[src/rtl/demux8_scheduler_pkg.sv]
// Shared definitions for the demux8_scheduler block.
//   DATA_W / N_DEST : word width and number of destinations
//   state_t         : scheduler FSM encoding (EMPTY=0, FULL=1, STALL=2)
//   onehot8()       : grant index -> one-hot destination strobe
package demux8_scheduler_pkg;

  localparam int DATA_W = 16;
  localparam int N_DEST = 8;

  typedef enum logic [1:0] {
    S_EMPTY = 2'd0,
    S_FULL  = 2'd1,
    S_STALL = 2'd2
  } state_t;

  function automatic logic [N_DEST-1:0] onehot8(input logic [2:0] idx);
    onehot8 = 8'b0000_0001 << idx;
  endfunction

endpackage

[src/rtl/rr_pick8.sv]
// Rotating priority encoder for eight requesters.
// Searches req[ptr], req[ptr+1], ... req[ptr+7] (indices mod 8) and returns
// the first set position.
//   req     in  8  request vector (already qualified by ready & mask)
//   ptr     in  3  highest-priority position this cycle
//   gnt_idx out 3  granted index (equals ptr when nothing is requested)
//   gnt_any out 1  at least one request present
module rr_pick8 (
  input  logic [7:0] req,
  input  logic [2:0] ptr,
  output logic [2:0] gnt_idx,
  output logic       gnt_any
);

  always_comb begin
    gnt_idx = ptr;
    gnt_any = 1'b0;
    for (int k = 0; k < 8; k++) begin
      // ptr + k wraps naturally in 3 bits.
      if (!gnt_any && req[ptr + 3'(k)]) begin
        gnt_any = 1'b1;
        gnt_idx = ptr + 3'(k);
      end
    end
  end

endmodule

[src/rtl/demux8_scheduler.sv]
// Round-robin dispatcher feeding a DMux8Way16. Accepts 16-bit words over a
// valid/ready input into a one-word holding register and steers each word to
// the next eligible destination (out_ready & mask), rotating priority after
// every delivery. A word that finds no destination for TIMEOUT+1 held cycles
// is dropped with a one-cycle drop pulse.
//
// Handshake: a word moves from producer to scheduler on a rising edge where
// in_valid & in_ready are both 1; in_valid may not depend on in_ready.
// Delivery to destination i happens in a cycle where out_valid[i]=1; the
// destination signalled willingness through out_ready[i] in that same cycle.
//
// Ports:
//   clock, reset_n       clock, asynchronous active-low reset
//   in_data/in_valid/in_ready  producer side
//   out_ready[7:0]       destination can take a word this cycle
//   mask[7:0]            destination eligible for grants
//   flush                synchronous discard of the held word
//   out_data, sel        to DMux8Way16 'in' / 'sel'
//   out_valid[7:0]       one-hot delivery strobe
//   drop                 held word discarded by timeout
//   stat_sel/stat_count  per-destination delivery counter readback
//   dbg_state            current FSM state (state_t encoding)
//
// Optional feature: define DEMUX_SCHED_STATS_EN to build eight 16-bit
// wrapping delivery counters; otherwise stat_count reads 0.
module demux8_scheduler
  import demux8_scheduler_pkg::*;
#(
  parameter int TIMEOUT = 15,
  parameter int CW      = 8
) (
  input  logic        clock,
  input  logic        reset_n,
  input  logic [15:0] in_data,
  input  logic        in_valid,
  output logic        in_ready,
  input  logic [7:0]  out_ready,
  input  logic [7:0]  mask,
  input  logic        flush,
  output logic [15:0] out_data,
  output logic [2:0]  sel,
  output logic [7:0]  out_valid,
  output logic        drop,
  input  logic [2:0]  stat_sel,
  output logic [15:0] stat_count,
  output logic [1:0]  dbg_state
);

  localparam logic [CW-1:0] TIMEOUT_C = CW'(TIMEOUT);

  state_t              state;
  logic [2:0]          ptr;
  logic [2:0]          last_sel;
  logic [CW-1:0]       stall_cnt;
  logic [DATA_W-1:0]   hold_data;

  logic [2:0]          gnt_idx;
  logic                gnt_any;
  logic                holding;
  logic                dispatch;
  logic                timeout_hit;
  logic                accept;

  rr_pick8 u_pick (
    .req     (out_ready & mask),
    .ptr     (ptr),
    .gnt_idx (gnt_idx),
    .gnt_any (gnt_any)
  );

  // flush overrides everything: no delivery, no drop, no accept that cycle.
  assign holding     = (state != S_EMPTY);
  assign dispatch    = holding & gnt_any & ~flush;
  // A grant in the timeout cycle wins over the drop.
  assign timeout_hit = (state == S_STALL) & (stall_cnt == TIMEOUT_C) & ~gnt_any & ~flush;
  assign in_ready    = ~flush & (~holding | dispatch);
  assign accept      = in_valid & in_ready;

  assign out_valid = dispatch ? onehot8(gnt_idx) : 8'h00;
  assign sel       = dispatch ? gnt_idx : last_sel;
  assign out_data  = hold_data;
  assign drop      = timeout_hit;
  assign dbg_state = state;

  always_ff @(posedge clock or negedge reset_n) begin
    if (!reset_n) begin
      state     <= S_EMPTY;
      ptr       <= 3'd0;
      last_sel  <= 3'd0;
      stall_cnt <= '0;
      hold_data <= '0;
    end else if (flush) begin
      state     <= S_EMPTY;
      stall_cnt <= '0;
    end else if (dispatch) begin
      ptr      <= gnt_idx + 3'd1;
      last_sel <= gnt_idx;
      if (accept) begin
        state     <= S_FULL;
        hold_data <= in_data;
        stall_cnt <= '0;
      end else begin
        state <= S_EMPTY;
      end
    end else begin
      case (state)
        S_EMPTY: begin
          if (accept) begin
            state     <= S_FULL;
            hold_data <= in_data;
            stall_cnt <= '0;
          end
        end
        S_FULL: begin
          state     <= S_STALL;
          stall_cnt <= CW'(1);
        end
        S_STALL: begin
          if (timeout_hit) begin
            state     <= S_EMPTY;
            stall_cnt <= '0;
          end else if (stall_cnt != TIMEOUT_C) begin
            stall_cnt <= stall_cnt + CW'(1);
          end
        end
        default: state <= S_EMPTY;
      endcase
    end
  end

`ifdef DEMUX_SCHED_STATS_EN
  logic [15:0] cnt [N_DEST];

  // Counters survive flush; only reset clears them.
  always_ff @(posedge clock or negedge reset_n) begin
    if (!reset_n) begin
      for (int i = 0; i < N_DEST; i++) cnt[i] <= 16'h0000;
    end else begin
      for (int i = 0; i < N_DEST; i++) begin
        if (out_valid[i]) cnt[i] <= cnt[i] + 16'h0001;
      end
    end
  end

  assign stat_count = cnt[stat_sel];
`else
  logic unused_stat_sel;
  assign unused_stat_sel = ^stat_sel;
  assign stat_count      = 16'h0000;
`endif

endmodule
[config.mk]
export PLATFORM = sky130hd
export DESIGN_NAME = demux8_scheduler
export DESIGN_NICKNAME = d
export VERILOG_FILES = /design/src/rtl/demux8_scheduler_pkg.sv /design/src/rtl/rr_pick8.sv /design/src/rtl/demux8_scheduler.sv
export SDC_FILE = /design/constraint.sdc
export NUM_CORES = 1
export LEC_CHECK = 0
export CORE_UTILIZATION = 30
export CTS_CLUSTER_SIZE = 8
export DETAILED_ROUTE_END_ITERATION = 12
export PLACE_DENSITY_LB_ADDON = 0.08
export SYNTH_ARGS = -nofsm -noshare
export SYNTH_HDL_FRONTEND = slang
export SYNTH_HIERARCHICAL = 1
export SYNTH_SLANG_ARGS = --single-unit
export TNS_END_PERCENT = 100
[constraint.sdc]
create_clock -name clock -period 12.7 [get_ports clock]
set_input_delay 2.54 -clock clock [delete_from_list [all_inputs] [get_ports clock]]
set_output_delay 2.54 -clock clock [all_outputs]
set_load 0.01 [all_outputs]
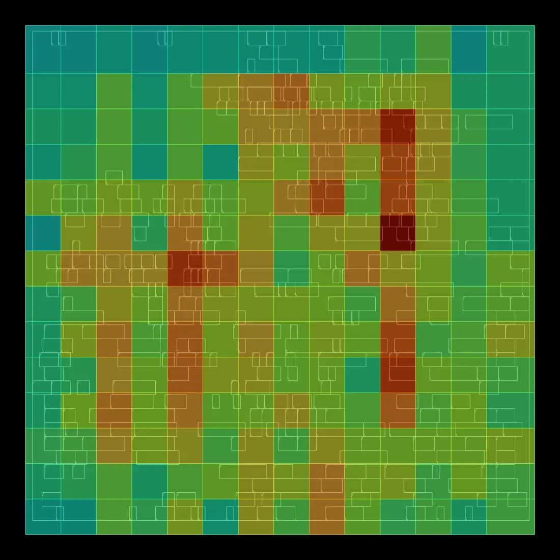
Figure 1: run 1, routing congestion.
GR met3 Demand/Resource: 0.0220
gr usage total: 0.148

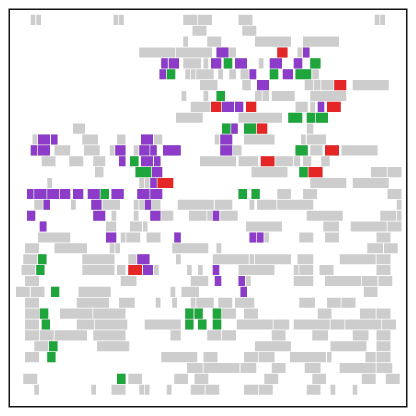
Figure 2: run 1, logic cells by family.
(4 px per um)
legend:
  green:
    family: and/or cells
    cells: 32
    where: widely spread
  red:
    family: non-inverting ao/oa cells
    cells: 11
  purple:
    family: aoi and oai cells
    cells: 59

==> CHANGELOG.md, run 1 <==
## Implementation

- Synth Instances: 284
- Reg-to-Reg End: stall_cnt[5]$_DFFE_PN0P_
- CTS Buf Count: 5
- Post-synthesis register bit count: 32
- Clock root buffer master: clkbuf_8
- Count leader, synth: dfrtp_1
- Insertion Delay late pin: 0.29 ns
- Pins Over Slew Limit: 0
- Ports: 86
- Area growth from synthesis to layout: 28.2%
- Post-synth EDFFs: 0
- XOR Share, Synth: 0.0155
- Die Span X: 99.0 um
- Vias: 2,442
- Number of global-route vias before repair: 2,310
- Top cells, area: dfrtp_1 28%, mux4_2 9.6%, mux2_1 6.4%
- Cell count in the Yosys report: 284
- Comb power frac: 0.703
- Post-Synthesis Cell Area: 2820 sq um
- Distinct cells, synth: 68
- Net count, final: 398
- Status: finished, final reports clean
- Avg Vias per Cell: 5.32
- Clock tree buffer depth: 2
- Port Buffer Count: 66
- FILL cells: 925
- Total power: 851 uW
- Final global-route overflow total: 0
- Switching Power: 392 uW
- Max VDD drop: 0.000115 V
- Register share after synthesis: 0.284
- Worst EP arrival: 6.71 ns
- Clk_skew: 0.00447 ns
- Core Density at Floorplan: 0.307
- Core area: 9200 sq um
- R2R Path Start: ptr[0]$_DFFE_PN0P_
- Simple-Gate Area Share: 0.190
- Pin count of the biggest net entering global routing: 33
- Syn avg cell area: 9.94 sq um
- Critical path class: input port to output port
- Initial antenna violation count: 0
- Fmax: 108 MHz
- Placed instance area: 3510 sq um
- Tool warning count: 36
- Leakage: 1.46 nW
- Area fraction in compound gates: 0.180
- Synth async-reset ratio: 1.00
- # hold bufs at CTS: 0
- Minimum period implied by the final worst setup slack: 9.25 ns
- Chip area: 9800 sq um
- R2r setup slk: 7.78 ns
- Met2 Usage GRT: 0.251
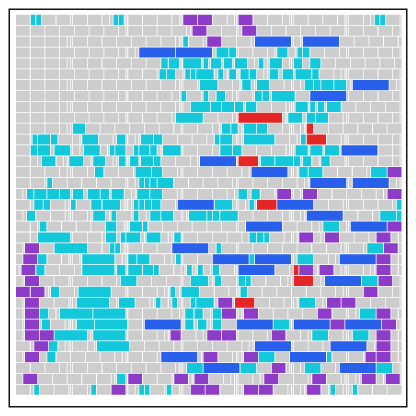
Figure 3: run 1, placed cells, one color a class.
(4 px per um) Fill, decap, tap and diode cells in gray.
legend:
  blue:
    class: sequential cells
    cells: 32
    share_of_their_area: 23%
  red:
    class: clock drivers and dummy loads
    cells: 8
    share_of_their_area: 3.1%
  purple:
    class: remaining buffers and delay cells
    cells: 68
    share_of_their_area: 19%
  cyan:
    class: remaining logic cells
    cells: 240
    share_of_their_area: 54%

-- run 1: state kept, by name, indices dropped and copies added, names as in the netlist --
name and cells:
dbg_state 2, out_data 16, ptr 3, last_sel 3, stall_cnt 8
-- run 1: cells by family (layout without fill, tap and decap cells) --
logic type	after synthesis	count (layout)
compound gates	70	70
xor+xnor	5	5
fa+ha+maj	12	12
buf+inv	41	90
flops	32	32
mux	37	37
other cells	1	16
simple gates	86	86
-- run 1: layer usage --
layer  part of all wire  vias to the layer above
met5                  0                        -
li1                   -                     1181
met4             0.0078                        0
met3              0.043                        4
met2               0.48                       77
met1               0.47                     1180
-- run 1: metrics by stage --
| step | std cells | util | hold slack (ns) |
|---|---|---|---|
| floorplan | 299 | - | 0.439 |
| global placement | 451 | 0.382 | 0.451 |
| detailed placement | 451 | 0.382 | 0.461 |
| CTS | 459 | 0.394 | 0.478 |
| global route | 459 | 0.394 | 0.491 |
| finish | 459 | 0.394 | 0.469 |
-- run 1: worst max-delay path, stage by stage --
cell,delay (ns)
clkdlybuf4s50_1,0.39
and2_1,0.21
mux4_2,0.58
mux2_2,0.37
a2111oi_0,0.46
or3_1,0.18
a221oi_1,0.07
o32ai_1,0.74
inv_1,0.25
ha_1,0.27
and3_1,0.14
clkdlybuf4s50_1,0.50
-- run 1: power groups by stage --
stage	sequential [mW]	combinational, mW	clock, mW
2_1_floorplan	0.153	0.437	0
3_3_place_gp	0.157	0.598	0
3_5_place_dp	0.158	0.597	0
4_1_cts	0.156	0.600	0.101
5_1_grt	0.161	0.665	0.105
6_report	0.155	0.598	0.0978
-- run 1: cells in the final DEF (no fill, tap or decap), types with 3 or more instances in the layout --
cell	synthesis	layout
clkdlybuf4s50_1	0	66
dfrtp_1	32	32
nand2_1	17	17
mux2_1	16	16
conb_1	1	16
inv_1	13	13
o21ai_0	12	12
ha_1	12	12
mux4_2	12	12
a21oi_1	11	11
nor2_1	10	10
and3_1	10	10
and2_1	9	9
nor2b_1	6	6
o32ai_1	6	6
nand2b_1	5	5
clkbuf_8	0	5
mux2_2	5	5
nor3_1	4	4
or3_1	4	4
xnor2_1	4	4
mux2i_1	4	4
and4_1	3	3
nand3_1	3	3
a221o_1	3	3
a22oi_1	3	3
a211oi_1	3	3
-- run 1: worst max path at each step --
stage / end / start / slack (ns)
after floorplan: sel[0] / out_ready[7] / 4.82
after global placement: out_valid[3] / out_ready[1] / 3.50
after detailed placement: out_valid[3] / out_ready[1] / 3.47
after CTS: out_valid[3] / out_ready[1] / 3.46
after global routing: out_valid[3] / mask[1] / 3.18
final: out_valid[3] / out_ready[0] / 3.45
-- run 1: final cells by class --
| cell class | instances | area [sq um] | area share |
|---|---|---|---|
| Multi-Input combinational cell | 226 | 1840 | 0.510 |
| Sequential cell | 32 | 801 | 0.221 |
| Timing Repair Buffer | 68 | 676 | 0.187 |
| Tap cell | 111 | 139 | 0.0384 |
| Clock buffer | 6 | 72.6 | 0.0200 |
| Inverter | 14 | 52.6 | 0.0145 |
| Clock inverter | 2 | 35.0 | 0.00968 |
==> inputs of run 2 (changes only) <==
==> constraint.sdc (replaced) <==
create_clock -name clock -period 9 [get_ports clock]
set_input_delay 1.8 -clock clock [delete_from_list [all_inputs] [get_ports clock]]
set_output_delay 1.8 -clock clock [all_outputs]
set_load 0.01 [all_outputs]
==> run 2 against run 1 <==
- routed wire length shrank 1.3%
- largest power group unchanged
- non-clock buffer count unchanged
- largest cell class unchanged
- hold slack about the same
- combinational power grew about 40%
- clock-buffer cell count unchanged
- critical path type unchanged
==> CHANGELOG.md, run 2 <==
## Implementation

- Status: finished, final reports clean
- Clk sink count: 32
- Worst Path Max Fanout: 8
- Crit share post-route: 0.855
- Post-Route Setup TNS: 0 ns
- FILL cells: 928 (+0.32%)
- WL met1: 3160 um (-2.5%)
- Pwr per Cell Area: 331 nW/um^2
- Pin count of the biggest net entering global routing: 33 (unchanged)
- Gr usage total: 0.145 (-0.00307)
- Max VDD drop: 0.000158 V (+37%)
- Syn avg cell area: 9.94 sq um (unchanged)
- Critical path class: input port to output port
- Minimum period implied by the final worst setup slack: 7.69 ns
- Core Density at Floorplan: 0.307 (unchanged)
- Total power: 1.20 mW (+41%)
- Leading area contributor after synthesis: dfrtp_1
- Total Wirelength: 6860 um
- Top sig layer: met4
- DP HPWL: 5090 um
- Post-synthesis register bit count: 32 (unchanged)
- Initial antenna violation count: 0 (unchanged)
- Routability Congestion: 0.792
- DIE HEIGHT: 99.0 um
- Post-synth EDFFs: 0 (unchanged)
- CTS Buf Count: 5 (unchanged)
- Post-route ant nets: 0
- Clock root buffer master: clkbuf_8
- Ports: 86 (unchanged)
- Top cells, area: dfrtp_1 28%, mux4_2 9.6%, mux2_1 6.4%
- Clk_skew: 0.00671 ns (+0.00224 ns)
- Die Span X: 99.0 um (unchanged)
- Main flop type: dfrtp_1
- Vias: 2,408 (-1.4%)
- Avg Vias per Cell: 5.25 (-1.4%)
- Post-Synthesis Cell Area: 2820 sq um (unchanged)
- Cell count in the Yosys report: 284 (unchanged)
- Gate Area: 1840 sq um (unchanged)
- Count leader, synth: dfrtp_1
- Insertion Delay late pin: 0.28 ns (about the same)
- DR WL met3: 258 um (-14%)
- Final global-route overflow total: 0 (unchanged)
- Number of global-route vias before repair: 2,248 (-2.7%)
- Distinct cells, synth: 68 (unchanged)
- Final setup violation count: 0
- Synth async-reset ratio: 1.00 (unchanged)
- Most frequently placed logic cells in the final layout: 66 x clkdlybuf4s50_1, 32 x dfrtp_1, 17 x nand2_1
- Worst EP arrival: 5.89 ns (-0.82 ns)
- Fmax: 130 MHz
- H-tree depth: 2
- Hold WS: 0.469 ns (-0.000147 ns)
- Top-area cell type share of the netlist area: 0.284
- Clock tree buffer depth: 2 (unchanged)
- Synth Instances: 284 (unchanged)
- WL met2: 3360 um (+0.36%)
- Flop area: 801 sq um (unchanged)
- Pins Over Slew Limit: 0 (unchanged)
- Tool warning count: 36 (unchanged)
- Drt drc: 0
- Chip area: 9800 sq um (unchanged)
- Max reg flops: 16 (unchanged)
- Leakage: 1.46 nW (unchanged)
- Hold WC Path Type: flop to flop
- # hold bufs at CTS: 0 (unchanged)
- Port Buffer Count: 66 (unchanged)
- Register share after synthesis: 0.284 (unchanged)
- Hold path cells: 2
- Net count, final: 398 (unchanged)
- Area growth from synthesis to layout: 28.2% (unchanged)
- First-pass GRT wire length: 11,400 um
- Starting DRC count in detailed routing: 86
- CP Launch Type: input port
## run 2: cell counts in the layout (fill, tap and decap cells not counted)
No cell type changed its count.
## run 2: cells by family after synthesis
family | after synthesis | synth area share
other | 1 | 0.00133
adder cells (fa/ha/maj) | 12 | 0.0532
XOR/XNOR | 5 | 0.0155
AND-OR/OR-AND | 70 | 0.180
buffers and inverters | 41 | 0.0833
AND/OR/NAND/NOR | 86 | 0.190
multiplexers | 37 | 0.194
flip-flops | 32 | 0.284
## run 2: metrics by stage
| stage | cell area, sq um | worst slack, ns | std cells |
|---|---|---|---|
| finish | 3620 | 1.31 | 459 |
| global route | 3620 | 0.996 | 459 |
| CTS | 3620 | 1.27 | 459 |
| detailed placement | 3510 | 1.28 | 451 |
| global placement | 3510 | 1.29 | 451 |
| floorplan | 2880 | 2.60 | 299 |
## run 2: worst paths after layout
| kind | start | to | slack (ns) |
|---|---|---|---|
| max in group asynchronous | reset_n | out_data[14]$_DFFE_PN0P_ | 6.77 |
| worst min register to register | last_sel[2]$_DFFE_PN0N_ | last_sel[2]$_DFFE_PN0N_ | 0.47 |
| worst max register to register | ptr[0]$_DFFE_PN0P_ | stall_cnt[5]$_DFFE_PN0P_ | 4.12 |
| worst min-delay path | last_sel[2]$_DFFE_PN0N_ | last_sel[2]$_DFFE_PN0N_ | 0.47 |
| worst max-delay path | out_ready[0] | out_valid[3] | 1.31 |
| min in group asynchronous | reset_n | out_data[1]$_DFFE_PN0P_ | 1.92 |
## run 2: final cells by class
cell class	instances	area share
multi-input cells	226	0.510
inverters	14	0.0145
well taps	111	0.0384
repair buffers	68	0.187
flip-flops and latches	32	0.221
clock inverters	2	0.00968
clock buffers	6	0.0200
## run 2: critical path, cell delays in order
cell,delay (ns)
clkdlybuf4s50_1,0.39
and2_1,0.21
mux4_2,0.59
mux2_2,0.37
a2111oi_0,0.45
or3_1,0.18
a221oi_1,0.07
o32ai_1,0.70
inv_1,0.25
ha_1,0.26
and3_1,0.13
clkdlybuf4s50_1,0.49
## run 2: power breakdown
group          total, mW  switching (mW)  leakage (nW)  internal, mW
sequential         0.220          0.0386         0.401         0.181
clock              0.139          0.0569        0.0552        0.0822
combinational      0.839           0.455          1.01         0.384
## run 2: per-layer routing
metal / up-vias / global-route usage
met5: - / 0
met4: 0 / 0.0494
met3: 6 / 0.0163
met2: 73 / 0.254
met1: 1148 / 0.183
li1: 1181 / -
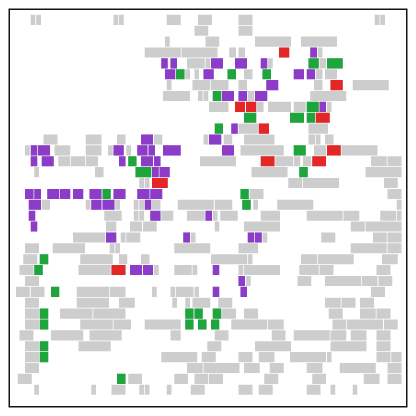
Figure 4: run 2, logic cells by family.
(4 px per um)
legend:
  red:
    family: non-inverting ao/oa cells
    cells: 11
  green:
    family: and/or cells
    cells: 32
    where: widely spread
  purple:
    family: aoi and oai cells
    cells: 59
Top cell excl fill/tap: clkdlybuf4s50_1
combinational share of cell area: 0.510
fin cells: 459

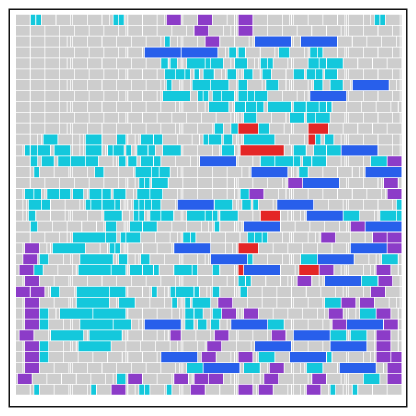
Figure 5: run 2, placed cells, one color a class.
(4 px per um) Fill, decap, tap and diode cells in gray.
legend:
  purple:
    class: remaining buffers and delay cells
    cells: 68
    share_of_their_area: 19%
  red:
    class: clock drivers and dummy loads
    cells: 8
    share_of_their_area: 3.1%
  blue:
    class: sequential cells
    cells: 32
    share_of_their_area: 23%
  cyan:
    class: remaining logic cells
    cells: 240
    share_of_their_area: 54%
post-route cell area: 3620 sq um
fin util: 0.394
site row count: 35
core area: 9200 sq um
sequential share of cell area: 0.221

Power is estimated from default activity; no workload was simulated.
